### Clock wiring as the flow saved it

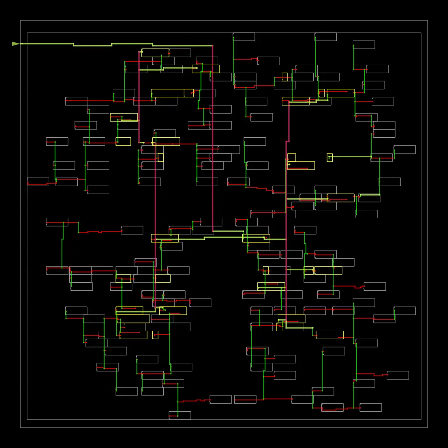
### Where the registers sit

Bar = 50 µm. Other sequential cells in the stronger grey, the rest of the logic in the fainter grey.
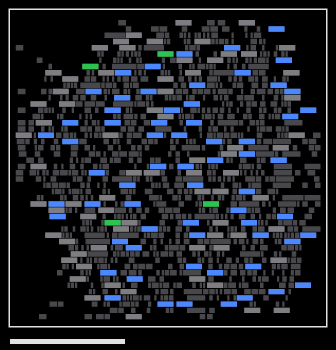
`config.mk`:
```
export PLATFORM = sky130hd
export DESIGN_NAME = timer_bank_flat
export DESIGN_NICKNAME = d
export VERILOG_FILES = /design/src/rtl/timer_bank_if.sv /design/src/rtl/timer_bank.sv /design/src/flat_wrapper.sv
export SDC_FILE = /design/constraint.sdc
export NUM_CORES = 1
export LEC_CHECK = 0
export CORE_MARGIN = 2
export CORE_UTILIZATION = 45
export DETAILED_ROUTE_END_ITERATION = 8
export HOLD_SLACK_MARGIN = 0.05
export PLACE_DENSITY = 0.68
export SYNTH_ARGS = -nofsm -noshare
export SYNTH_HDL_FRONTEND = slang
export SYNTH_SLANG_ARGS = --single-unit
```
`constraint.sdc`:
```
create_clock -name clk -period 4.3 [get_ports clk]
set_input_delay 1.29 -clock clk [delete_from_list [all_inputs] [get_ports clk]]
set_output_delay 1.29 -clock clk [all_outputs]
set_load 0.05 [all_outputs]
```
`src/rtl/timer_bank_if.sv`:
```
// Bus bundle between the control unit and timer_bank: load/ack strobes in,
// selected count, timeout flags and interrupt out.
interface timer_bank_if #(
   parameter int DATA_WIDTH = 16,
   parameter int CHANNELS   = 4,
   parameter int SEL_WIDTH  = 2
);
   logic [DATA_WIDTH-1:0] DATA;
   logic                  timer_in;
   logic [SEL_WIDTH-1:0]  timer_select;
   logic                  timer_mode;
   logic [CHANNELS-1:0]   timer_ack;
   logic [SEL_WIDTH-1:0]  read_select;
   logic [DATA_WIDTH-1:0] count_out;
   logic [CHANNELS-1:0]   timeout;
   logic                  irq;

   modport master (
      output DATA, timer_in, timer_select, timer_mode, timer_ack, read_select,
      input  count_out, timeout, irq
   );

   modport slave (
      input  DATA, timer_in, timer_select, timer_mode, timer_ack, read_select,
      output count_out, timeout, irq
   );
endinterface

```
`src/rtl/timer_bank.sv`:
```
// Multi-channel down-counting timer bank with one-shot/periodic modes and sticky timeouts.
// Define TIMER_BANK_PRESCALE_EN to gate the shared tick with a PRESCALE-cycle prescaler.
module timer_bank #(
   parameter int DATA_WIDTH = 16,
   parameter int CHANNELS   = 4,
   parameter int SEL_WIDTH  = 2,
   parameter int PRESCALE   = 8
) (
   input logic         clk,
   input logic         reset,
   timer_bank_if.slave bus
);

   if (CHANNELS < 1 || CHANNELS > 16 || (2 ** SEL_WIDTH) < CHANNELS || PRESCALE < 1) begin : gParamCheck
      $error("timer_bank: illegal CHANNELS/SEL_WIDTH/PRESCALE combination");
   end

   logic tick;

`ifdef TIMER_BANK_PRESCALE_EN
   localparam int PsWidth = (PRESCALE > 1) ? $clog2(PRESCALE) : 1;
   localparam logic [PsWidth-1:0] PsLast = PsWidth'(PRESCALE - 1);

   logic [PsWidth-1:0] prescale_q;
   logic [PsWidth-1:0] prescale_d;

   // Free-running from reset; loads never restart it.
   assign tick       = (prescale_q == PsLast);
   assign prescale_d = tick ? '0 : prescale_q + PsWidth'(1);

   always_ff @(posedge clk) begin
      if (!reset) begin
         prescale_q <= '0;
      end else begin
         prescale_q <= prescale_d;
      end
   end
`else
   assign tick = 1'b1;
`endif

   logic [DATA_WIDTH-1:0] count_q  [CHANNELS];
   logic [DATA_WIDTH-1:0] count_d  [CHANNELS];
   logic [DATA_WIDTH-1:0] reload_q [CHANNELS];
   logic [DATA_WIDTH-1:0] reload_d [CHANNELS];
   logic [CHANNELS-1:0]   mode_q;
   logic [CHANNELS-1:0]   mode_d;
   logic [CHANNELS-1:0]   running_q;
   logic [CHANNELS-1:0]   running_d;
   logic [CHANNELS-1:0]   timeout_q;
   logic [CHANNELS-1:0]   timeout_d;
   logic                  loadValid;

   assign loadValid = bus.timer_in && (32'(bus.timer_select) < CHANNELS);

   // Ack is applied first, expiry may override it, and a load overrides both.
   always_comb begin
      mode_d    = mode_q;
      running_d = running_q;
      timeout_d = timeout_q & ~bus.timer_ack;
      for (int c = 0; c < CHANNELS; c++) begin
         count_d[c]  = count_q[c];
         reload_d[c] = reload_q[c];
         if (running_q[c] && tick) begin
            if (count_q[c] == DATA_WIDTH'(1)) begin
               timeout_d[c] = 1'b1;
               if (mode_q[c]) begin
                  count_d[c] = reload_q[c];
               end else begin
                  count_d[c]   = '0;
                  running_d[c] = 1'b0;
               end
            end else begin
               count_d[c] = count_q[c] - DATA_WIDTH'(1);
            end
         end
         if (loadValid && (32'(bus.timer_select) == c)) begin
            count_d[c]   = bus.DATA;
            reload_d[c]  = bus.DATA;
            mode_d[c]    = bus.timer_mode;
            running_d[c] = (bus.DATA != '0);
            timeout_d[c] = 1'b0;
         end
      end
   end

   always_ff @(posedge clk) begin
      if (!reset) begin
         for (int c = 0; c < CHANNELS; c++) begin
            count_q[c]  <= '0;
            reload_q[c] <= '0;
         end
         mode_q    <= '0;
         running_q <= '0;
         timeout_q <= '0;
      end else begin
         for (int c = 0; c < CHANNELS; c++) begin
            count_q[c]  <= count_d[c];
            reload_q[c] <= reload_d[c];
         end
         mode_q    <= mode_d;
         running_q <= running_d;
         timeout_q <= timeout_d;
      end
   end

   // Out-of-range read selects fall through to zero.
   always_comb begin
      bus.count_out = '0;
      for (int c = 0; c < CHANNELS; c++) begin
         if (32'(bus.read_select) == c) begin
            bus.count_out = count_q[c];
         end
      end
   end

   assign bus.timeout = timeout_q;
   assign bus.irq     = |timeout_q;

endmodule

```
`src/flat_wrapper.sv`:
```
// flat-port wrapper written by rule: the top's interface ports become plain ports
module timer_bank_flat 
#(
   parameter int DATA_WIDTH = 16,
   parameter int CHANNELS   = 4,
   parameter int SEL_WIDTH  = 2,
   parameter int PRESCALE   = 8
)
  (clk, reset, bus_DATA, bus_timer_in, bus_timer_select, bus_timer_mode, bus_timer_ack, bus_read_select, bus_count_out, bus_timeout, bus_irq);
  timer_bank_if #(.DATA_WIDTH(DATA_WIDTH), .CHANNELS(CHANNELS), .SEL_WIDTH(SEL_WIDTH)) bus_i ();
  input logic clk;
  input logic reset;
  input wire logic [$bits(bus_i.DATA)-1:0] bus_DATA;
  input wire logic [$bits(bus_i.timer_in)-1:0] bus_timer_in;
  input wire logic [$bits(bus_i.timer_select)-1:0] bus_timer_select;
  input wire logic [$bits(bus_i.timer_mode)-1:0] bus_timer_mode;
  input wire logic [$bits(bus_i.timer_ack)-1:0] bus_timer_ack;
  input wire logic [$bits(bus_i.read_select)-1:0] bus_read_select;
  output wire logic [$bits(bus_i.count_out)-1:0] bus_count_out;
  output wire logic [$bits(bus_i.timeout)-1:0] bus_timeout;
  output wire logic [$bits(bus_i.irq)-1:0] bus_irq;
  assign bus_i.DATA = bus_DATA;
  assign bus_i.timer_in = bus_timer_in;
  assign bus_i.timer_select = bus_timer_select;
  assign bus_i.timer_mode = bus_timer_mode;
  assign bus_i.timer_ack = bus_timer_ack;
  assign bus_i.read_select = bus_read_select;
  assign bus_count_out = bus_i.count_out;
  assign bus_timeout = bus_i.timeout;
  assign bus_irq = bus_i.irq;
  timer_bank #(.DATA_WIDTH(DATA_WIDTH), .CHANNELS(CHANNELS), .SEL_WIDTH(SEL_WIDTH), .PRESCALE(PRESCALE)) u_core (.clk(clk), .reset(reset), .bus(bus_i));
endmodule
```
==> flow_summary.ini <==
; synthesis and place-and-route metrics
[hold_path]
holdPathEnd = u_core.reload_q[1][7]
min_from = u_core.reload_q[1][7]
hold_path.class = register to register
whs_path_depth = 2

[yosys]
ys.warnings.count = 0
top_cell = nand2_1
ys_area_mm2 = 0.008013
ys_seq_elements = 140
ys_cells = 1046
yosys.area.top_type_share_pct = 34.98
edf_count = 0
synth_area_mm2 = 0.008013
flop_cell = dfxtp_1
topCellsByArea = dfxtp_1 (35%), nand2_1 (11%), a21oi_1 (7.9%)
ys_seq_share_pct = 34.98
ys_types = 78
syn-num-nets = 1082
synth_cells = 1046
synth.largest_area_cell = dfxtp_1
syn-mean-instance-area_um2 = 7.660
synth-async-reset-ratio_pct = 0
netlist_top_cells_count = nand2_1 (232), dfxtp_1 (140), a21oi_1 (126)

[clock_tree]
cts_setup_buffers = 0
numCtsBuffers = 17
clockBufferDepth = 2
htreeDepth = 4
cts.sinks = 140
root_buffer = clkbuf_16
cts_resized = 0
clk_pin_slew_ns = 0.06
ctsHoldBuffers = 0
cts_tree = yes

[grt]
grt_pass1_wl_mm = 42.61
grt.busiest_layer = met2
grt_overflow = 0
antenna_found_initial = 1
grt_pass1_vias = 7461
met1_usage_pct = 42.36
use_met3_pct = 5.776
use_met2_pct = 44.91
grt_max_degree = 57
track_usage_pct = 30.01

[floorplan]
core_region_area_mm2 = 0.01736
dieWidth_um = 137.4
io_pins = 49
dieArea_mm2 = 0.01889
rows = 48
fp_util_pct = 46.16
die_h_um = 137.4

[critical_path]
crit_type = input pin to output pin
r2r-start = u_core.count_q[0][48]
critical_path_required_ns = 3.01
start_kind = input pin
cp.arrival_ns = 2.76
reg2reg_to = u_core.count_q[0][53]
crit_fanout = 16
r2r_slack_ns = 1.25
crit_start = bus_read_select[1]
end_kind = output pin
r2r_cells = 6
crit_end = bus_count_out[7]

[cells_and_area]
nets = 1098
layout_top_cell = nand2_1
fin_util_pct = 53.49
diodes = 0
area_growth_pct = 15.87
final_layout_top_logic_cells = nand2_1 (232), dfxtp_1 (140), a21oi_1 (126)
drive_gt1_share_pct = 10.60

[drt]
drc = 0
wl_mm = 27.38
firstDrtPassIters = 6
vias_per_cell = 6.315
wire_per_inst_um = 21.06
antenna_left = 0
dr.first_iter.drc_count = 1073
num_vias = 8209

[sta]
setup_viol = 0
finalHoldViolations = 0
hold-worst-slack_ns = 0.4540
slew_headroom_pct = 17.76
fin_crit_sh_pct = 94.22
tightest_slew_ns = 1.216
rsz0062_at_grt = false
slew_violations = 0
fin_crit_ns = 4.051
timing.setup.tns_ns = 0
max_freq_mhz = 246.8

[run]
max_cap_violations = 0
warnings = 30

[run_status]
status = complete, no violations

[placement]
dp_hpwl_mm = 18.56
gp_congestion = 0.9288
port_buffers = 48

[power_and_ir_drop]
p_per_area_mw_per_mm2 = 407.5
finalPower_w = 0.003783
vdd_drop_max_mv = 0.2631
p_leak_nw = 3.289
About 'Clock wiring as the flow saved it':
Latency at later pin: 0.43 ns
flop count: 140
clock group power: 0.00146 W
worst clock skew: 0.01023 ns

About 'Where the registers sit':
[`u_core.running_q`] green | sequential cells: 4
[`u_core.count_q`] blue | sequential cells: 64 | where: spread over the die

-- power breakdown --
| group | leakage [nW] | switching [W] | internal (W) |
|---|---|---|---|
| registers | 1.14 | 0.000139 | 0.00137 |
| clock network | 0.295 | 0.000569 | 0.000893 |
| logic | 1.85 | 0.000478 | 0.000337 |
| total | 3.29 | 0.00119 | 0.00260 |
-- layer usage --
| metal | wire [µm] | share of wire [%] |
|---|---|---|
| met1 | 11950 | 44 |
| met2 | 11980 | 44 |
| met3 | 2613 | 9.5 |
| met4 | 842 | 3.1 |
| met5 | 0 | 0 |
-- area by class of cell --
class | instances | area (µm²)
clock buffers | 20 | 466.7
clock inverters | 12 | 120.1
fillers | 1685 | 8073
inverters | 18 | 68.82
multi-input cells | 803 | 4811
flip-flops and latches | 140 | 2803
well taps | 225 | 281.5
repair buffers | 82 | 733.2
-- sequential cells by signal, indices dropped and copies added, names as in the netlist --
| register | flops |
|---|---|
| u_core.bus.timeout | 4 |
| u_core.count_q | 64 |
| u_core.mode_q | 4 |
| u_core.running_q | 4 |
| u_core.reload_q | 64 |
-- kinds of logic after synthesis --
family / count (synthesis) / synth area share [%]
muxes: 24 / 5.543
xor gates and xnor gates: 22 / 2.405
buffers and inverters: 103 / 5.122
DFF: 140 / 34.98
AOI/OAI and AO/OA: 311 / 24.75
and+or+nand+nor: 438 / 25.95
adders and majority gates: 8 / 1.249
-- through the flow --
step / cells / setup slack (ns) / cell area (µm²)
floorplan: 1046 / 0.2164 / 8013
finish: 1300 / 0.2486 / 9284
global route: 1300 / 0.2100 / 9284
detailed placement: 1268 / 0.2481 / 8697
global placement: 1268 / 0.2386 / 8697
CTS: 1300 / 0.2379 / 9284
-- worst max-delay path, cell delays in order --
cell and delay, ns:
clkdlybuf4s50_1 0.51, buf_12 0.19, mux4_1 0.56, buf_4 0.21
Power and IR drop assume default switching activity.
